--- src/rtl/mem_initiator_if.sv ---
// mem_initiator_if: request/response and memory-strobe bundle for mem_initiator.
// The master side is the datapath plus Memory; the slave side is the initiator.
interface mem_initiator_if #(
    parameter int N = 32
) ();
    logic         req_valid;
    logic         req_ready;
    logic         req_we;
    logic [N-1:0] req_addr;
    logic [N-1:0] req_wdata;
    logic         rsp_valid;
    logic [N-1:0] rsp_rdata;
    logic         rsp_err;
    logic         mem_ren;
    logic         mem_wen;
    logic [N-1:0] mem_addr;
    logic [N-1:0] mem_din;
    logic [N-1:0] mem_dout;

    modport master (
        output req_valid, req_we, req_addr, req_wdata, mem_dout,
        input  req_ready, rsp_valid, rsp_rdata, rsp_err,
        input  mem_ren, mem_wen, mem_addr, mem_din
    );

    modport slave (
        input  req_valid, req_we, req_addr, req_wdata, mem_dout,
        output req_ready, rsp_valid, rsp_rdata, rsp_err,
        output mem_ren, mem_wen, mem_addr, mem_din
    );
endinterface

--- src/rtl/mem_initiator.sv ---
// mem_initiator: sequences Memory ren/wen with setup and hold around a WAIT-cycle strobe.
// Optional MEM_INIT_RANGE_CHECK_EN rejects addresses outside the low 1K words.
module mem_initiator #(
    parameter int N    = 32,
    parameter int WAIT = 1
) (
    input logic            clock,
    input logic            reset,
    mem_initiator_if.slave bus
);
`ifdef MEM_INIT_RANGE_CHECK_EN
    typedef enum logic [2:0] {IDLE, SETUP, STROBE, HOLD, ERR} state_t;
`else
    typedef enum logic [2:0] {IDLE, SETUP, STROBE, HOLD} state_t;
`endif

    localparam logic [3:0] CNT_LOAD = 4'(WAIT - 1);

    state_t       state_q, state_d;
    logic [3:0]   cnt_q, cnt_d;
    logic         we_q, we_d;
    logic [N-1:0] addr_q, addr_d;
    logic [N-1:0] din_q, din_d;
    logic [N-1:0] rdata_q, rdata_d;
    logic         ren_q, ren_d;
    logic         wen_q, wen_d;
    logic         ready_q, ready_d;
    logic         rsp_valid_q, rsp_valid_d;
`ifdef MEM_INIT_RANGE_CHECK_EN
    logic         rsp_err_q, rsp_err_d;
`endif

    // Next-state and registered-output logic; strobes are set one edge early
    always_comb begin
        state_d     = state_q;
        cnt_d       = cnt_q;
        we_d        = we_q;
        addr_d      = addr_q;
        din_d       = din_q;
        rdata_d     = rdata_q;
        ren_d       = 1'b0;
        wen_d       = 1'b0;
        ready_d     = 1'b0;
        rsp_valid_d = 1'b0;
`ifdef MEM_INIT_RANGE_CHECK_EN
        rsp_err_d   = 1'b0;
`endif
        unique case (state_q)
            IDLE: begin
                ready_d = 1'b1;
                if (bus.req_valid && ready_q) begin
                    ready_d = 1'b0;
`ifdef MEM_INIT_RANGE_CHECK_EN
                    if (|bus.req_addr[N-1:10]) begin
                        state_d     = ERR;
                        rsp_valid_d = 1'b1;
                        rsp_err_d   = 1'b1;
                    end else begin
                        state_d = SETUP;
                        we_d    = bus.req_we;
                        addr_d  = bus.req_addr;
                        din_d   = bus.req_wdata;
                    end
`else
                    state_d = SETUP;
                    we_d    = bus.req_we;
                    addr_d  = bus.req_addr;
                    din_d   = bus.req_wdata;
`endif
                end
            end
            SETUP: begin
                state_d = STROBE;
                cnt_d   = CNT_LOAD;
                ren_d   = !we_q;
                wen_d   = we_q;
            end
            STROBE: begin
                if (cnt_q == 4'd0) begin
                    state_d     = HOLD;
                    rsp_valid_d = 1'b1;
                    if (!we_q) begin
                        rdata_d = bus.mem_dout;
                    end
                end else begin
                    cnt_d = cnt_q - 4'd1;
                    ren_d = !we_q;
                    wen_d = we_q;
                end
            end
            HOLD: begin
                state_d = IDLE;
                ready_d = 1'b1;
            end
`ifdef MEM_INIT_RANGE_CHECK_EN
            ERR: begin
                state_d = IDLE;
                ready_d = 1'b1;
            end
`endif
            default: begin
                state_d = IDLE;
                ready_d = 1'b1;
            end
        endcase
    end

    // State and output registers; reset drops strobes without a clock
    always_ff @(posedge clock or negedge reset) begin
        if (!reset) begin
            state_q     <= IDLE;
            cnt_q       <= 4'd0;
            we_q        <= 1'b0;
            addr_q      <= '0;
            din_q       <= '0;
            rdata_q     <= '0;
            ren_q       <= 1'b0;
            wen_q       <= 1'b0;
            ready_q     <= 1'b1;
            rsp_valid_q <= 1'b0;
`ifdef MEM_INIT_RANGE_CHECK_EN
            rsp_err_q   <= 1'b0;
`endif
        end else begin
            state_q     <= state_d;
            cnt_q       <= cnt_d;
            we_q        <= we_d;
            addr_q      <= addr_d;
            din_q       <= din_d;
            rdata_q     <= rdata_d;
            ren_q       <= ren_d;
            wen_q       <= wen_d;
            ready_q     <= ready_d;
            rsp_valid_q <= rsp_valid_d;
`ifdef MEM_INIT_RANGE_CHECK_EN
            rsp_err_q   <= rsp_err_d;
`endif
        end
    end

    assign bus.req_ready = ready_q;
    assign bus.rsp_valid = rsp_valid_q;
    assign bus.rsp_rdata = rdata_q;
    assign bus.mem_ren   = ren_q;
    assign bus.mem_wen   = wen_q;
    assign bus.mem_addr  = addr_q;
    assign bus.mem_din   = din_q;
`ifdef MEM_INIT_RANGE_CHECK_EN
    assign bus.rsp_err   = rsp_err_q;
`else
    assign bus.rsp_err   = 1'b0;
`endif
endmodule

--- src/flat_wrapper.sv ---
// flat-port wrapper written by rule: the top's interface ports become plain ports
module mem_initiator_flat 
#(
    parameter int N    = 32,
    parameter int WAIT = 1
)
  (clock, reset, bus_req_valid, bus_req_we, bus_req_addr, bus_req_wdata, bus_mem_dout, bus_req_ready, bus_rsp_valid, bus_rsp_rdata, bus_rsp_err, bus_mem_ren, bus_mem_wen, bus_mem_addr, bus_mem_din);
  mem_initiator_if #(.N(N)) bus_i ();
  input logic clock;
  input logic reset;
  input wire logic [$bits(bus_i.req_valid)-1:0] bus_req_valid;
  input wire logic [$bits(bus_i.req_we)-1:0] bus_req_we;
  input wire logic [$bits(bus_i.req_addr)-1:0] bus_req_addr;
  input wire logic [$bits(bus_i.req_wdata)-1:0] bus_req_wdata;
  input wire logic [$bits(bus_i.mem_dout)-1:0] bus_mem_dout;
  output wire logic [$bits(bus_i.req_ready)-1:0] bus_req_ready;
  output wire logic [$bits(bus_i.rsp_valid)-1:0] bus_rsp_valid;
  output wire logic [$bits(bus_i.rsp_rdata)-1:0] bus_rsp_rdata;
  output wire logic [$bits(bus_i.rsp_err)-1:0] bus_rsp_err;
  output wire logic [$bits(bus_i.mem_ren)-1:0] bus_mem_ren;
  output wire logic [$bits(bus_i.mem_wen)-1:0] bus_mem_wen;
  output wire logic [$bits(bus_i.mem_addr)-1:0] bus_mem_addr;
  output wire logic [$bits(bus_i.mem_din)-1:0] bus_mem_din;
  assign bus_i.req_valid = bus_req_valid;
  assign bus_i.req_we = bus_req_we;
  assign bus_i.req_addr = bus_req_addr;
  assign bus_i.req_wdata = bus_req_wdata;
  assign bus_i.mem_dout = bus_mem_dout;
  assign bus_req_ready = bus_i.req_ready;
  assign bus_rsp_valid = bus_i.rsp_valid;
  assign bus_rsp_rdata = bus_i.rsp_rdata;
  assign bus_rsp_err = bus_i.rsp_err;
  assign bus_mem_ren = bus_i.mem_ren;
  assign bus_mem_wen = bus_i.mem_wen;
  assign bus_mem_addr = bus_i.mem_addr;
  assign bus_mem_din = bus_i.mem_din;
  mem_initiator #(.N(N), .WAIT(WAIT)) u_core (.clock(clock), .reset(reset), .bus(bus_i));
endmodule
--- config.mk ---
export PLATFORM = sky130hd
export DESIGN_NAME = mem_initiator_flat
export DESIGN_NICKNAME = d
export VERILOG_FILES = /design/src/rtl/mem_initiator_if.sv /design/src/rtl/mem_initiator.sv /design/src/flat_wrapper.sv
export SDC_FILE = /design/constraint.sdc
export NUM_CORES = 1
export LEC_CHECK = 0
export CAP_MARGIN = 20
export CORE_MARGIN = 3
export CORE_UTILIZATION = 40
export DETAILED_ROUTE_END_ITERATION = 8
export GPL_ROUTABILITY_DRIVEN = 0
export PLACE_DENSITY = 0.79
export SLEW_MARGIN = 40
export SYNTH_ARGS = -nofsm -noshare
export SYNTH_HDL_FRONTEND = slang
export SYNTH_SLANG_ARGS = --single-unit
--- constraint.sdc ---
create_clock -name clock -period 1.9 [get_ports clock]
set_input_delay 0.57 -clock clock [delete_from_list [all_inputs] [get_ports clock]]
set_output_delay 0.57 -clock clock [all_outputs]
set_load 0.02 [all_outputs]
==> flow_summary.yaml <==
# implementation run metrics
finish:
  nonClkBufAreaFrac_pct: 31.9
  layout_top_cells: "dfrtp_1, clkdlybuf4s50_1, mux2_1, dlygate4sd2_1, dlymetal6s2s_1"
  final_cells: 599
  insertedDiodeCount: 0
  layout-drive-gt1-share_pct: 11.2
  nNetsFinal: 569
  clock_buffers: 11
  logic_gates: 132
  lay_top_count: "dfrtp_1"
  combGateArea_um2: 1390
  comb_share_pct: 21.4
  ff_count: 107
global_routing:
  busiest_layer: "met2"
  grt_util_met1_pct: 19.6
  grt.overflow.total: 0
  grt_pass1_vias: 2966
  grtUsageMet2_pct: 28.7
  met3_usage_pct: 3.70
  antenna_found_initial: 0
synthesis:
  yosysWarnings: 0
  netlist_area_um2: 4160
  ys_chip_area_um2: 4160
  ys_seq_elements: 107
  syn_area_per_cell_um2: 16.1
  syn-num-nets: 364
  top_area_share_pct: 63.8
  synthTopCellsByCount: "dfrtp_1, mux2_1, mux2_2, buf_2, inv_1"
  ff_type: "dfrtp_1"
  edf_count: 0
  synth_area_leader_cell: "dfrtp_1"
  yosysSeqAreaShare_pct: 64.4
  top_cells_by_area: "dfrtp_1, mux2_1, mux2_2"
worst_setup_path:
  cpMaxStageDelayCell: "clkdlybuf4s50_1"
  critical_path.max_fanout: 2
  worst-path-buf-inv: 1
  cp_slowest_stage_delay_ns: 0.60
  startpoint: "u_core.bus.rsp_rdata[4]"
  crit_end: "bus_rsp_rdata[4]"
  crit_type: "reg -> out"
  reg2regPathDepth: 6
  r2r_end: "u_core.bus.rsp_rdata[2]"
timing:
  slew_viol_final: 0
  finalSetupViolations: 0
  hold_violations: 0
  min_period_over_period_pct: 97.4
  finalSetupTns_ns: 0
clock_tree:
  cts-root-buf: "clkbuf_8"
  clkSinkCount: 107
  cts_setup_buffers: 0
power:
  internal-power_uw: 6250
  power.density_nw_per_um2: 1570
  p_comb_share_pct: 50.2
  switchingPower_uw: 3890
  peakVddDrop_mv: 0.668
  p_sw_share_pct: 38.4
placed_design:
  port_buffers: 199
  dp.cells: 585
  placed_area_um2: 6340
  dp_worst_setup_slack_ns: -0.0126
die:
  taps: 133
  io_pins: 201
  die_h_um: 108
routing:
  drc: 0
  avgViaCountPerCell: 4.71
  firstDrtPassIters: 4
  drtAntennaViolNets: 0
  drt-initial-drc-count: 46
run_status:
  outcome: "completed"
run:
  warnings: 30
min_path:
  min_path_type: "in -> async"
logic make-up after synthesis:
| logic type | Yosys count | synth area share (%) |
|---|---|---|
| adder cells (fa/ha/maj) | 6 | 1.80 |
| buffers and inverters | 19 | 2.59 |
| AND-OR/OR-AND | 9 | 1.65 |
| AND/OR/NAND/NOR | 16 | 2.50 |
| flip-flops | 107 | 64.4 |
| other | 1 | 0.0901 |
| multiplexers | 100 | 27.0 |
routing by layer:
layer | up-vias | routed length (um)
met5 | - | 0
met4 | 0 | 238
met3 | 19 | 632
met2 | 104 | 5070
met1 | 1393 | 3950
li1 | 1305 | -
stage by stage:
step	hold slack (ns)	utilization, %
CTS	0.249	64.3
floorplan	0.274	-
global route	0.244	65.0
global placement	0.467	63.7
detailed placement	0.474	63.7
finish	0.254	65.0
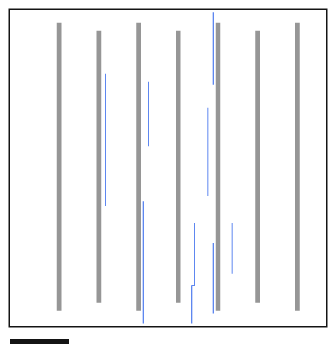
**Above:** M4 wires.
Scale bar: 20 um. Supply wires on this layer in grey.
The wires run mostly vertical. The layer holds 2.4% of the routed length. The longest straight run is 44.9 um.
Detailed Route WL: 9890 um
vias: 2821

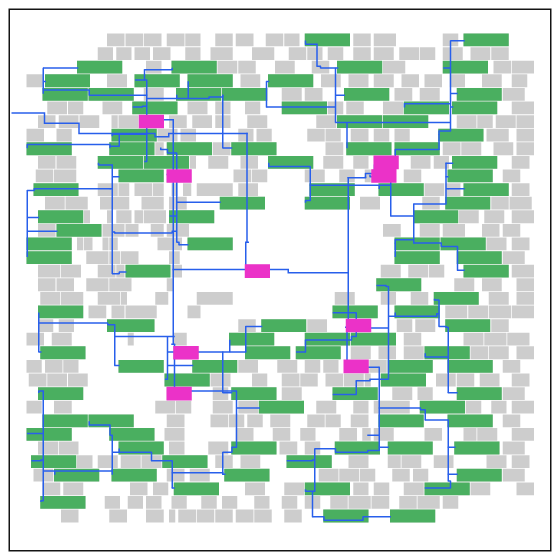
**Above:** clock wires, drivers and flops.
flip-flops: marked green, count 107. clock wires: marked blue, length 1140 um. cells driving clock nets: marked magenta, count 9.
Position of the flops: widely spread. There are 10 routed clock nets.
Clk. pwr: 1150 uW
Latency at later pin: 0.35 ns
Clk pwr share: 11.3%
clock skew: 0.0111 ns

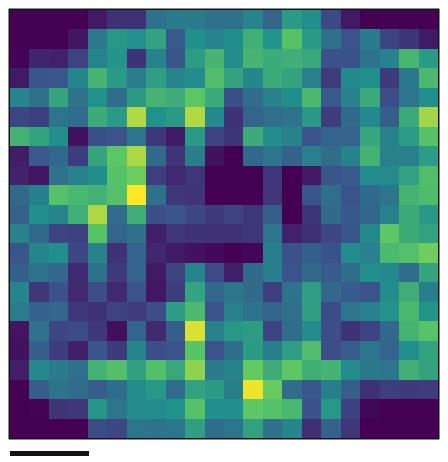
**Above:** routed metal per tile.
Scale bar: 20 um. The die is cut into 22 by 22 equal tiles; dark purple is low, yellow is high, scaled to the fullest tile. Values are wire area over tile area, all layers added.
The emptiest ninth of the die: centre. The fullest tile reaches 0.37. The mean over all tiles is 0.14. 26% of the tiles are over half the peak.
gr usage total: 16.4%
Avg WL per Cell: 16.5 um

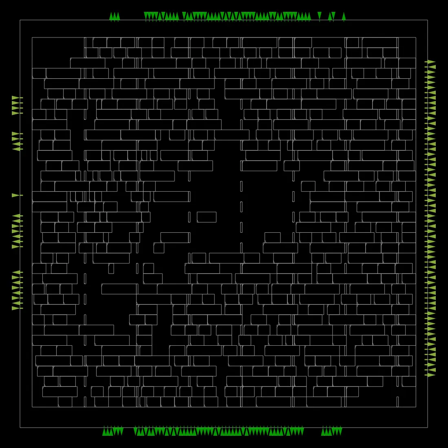
**Above:** placement view.
Seq area share: 41.4%
row cnt: 36
core area: 9950 um2

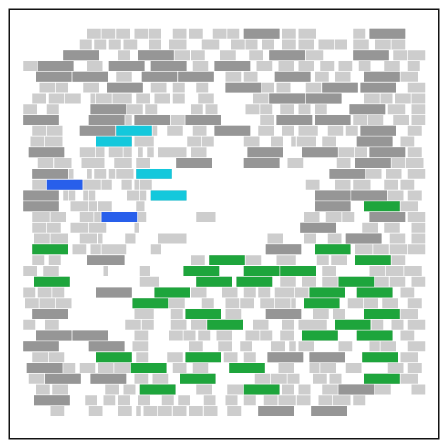
**Above:** sequential cells grouped by signal name.
u_core.state_q: marked blue, placed flops 2. u_core.cnt_q: marked cyan, placed flops 4. u_core.bus.mem_din: marked green, placed flops 32.
post-layout util: 65.0%
register cell area after layout: 2680 um2
Power Sequential: 3900 uW

No activity file was given, so power comes from the tool's default toggle rates.
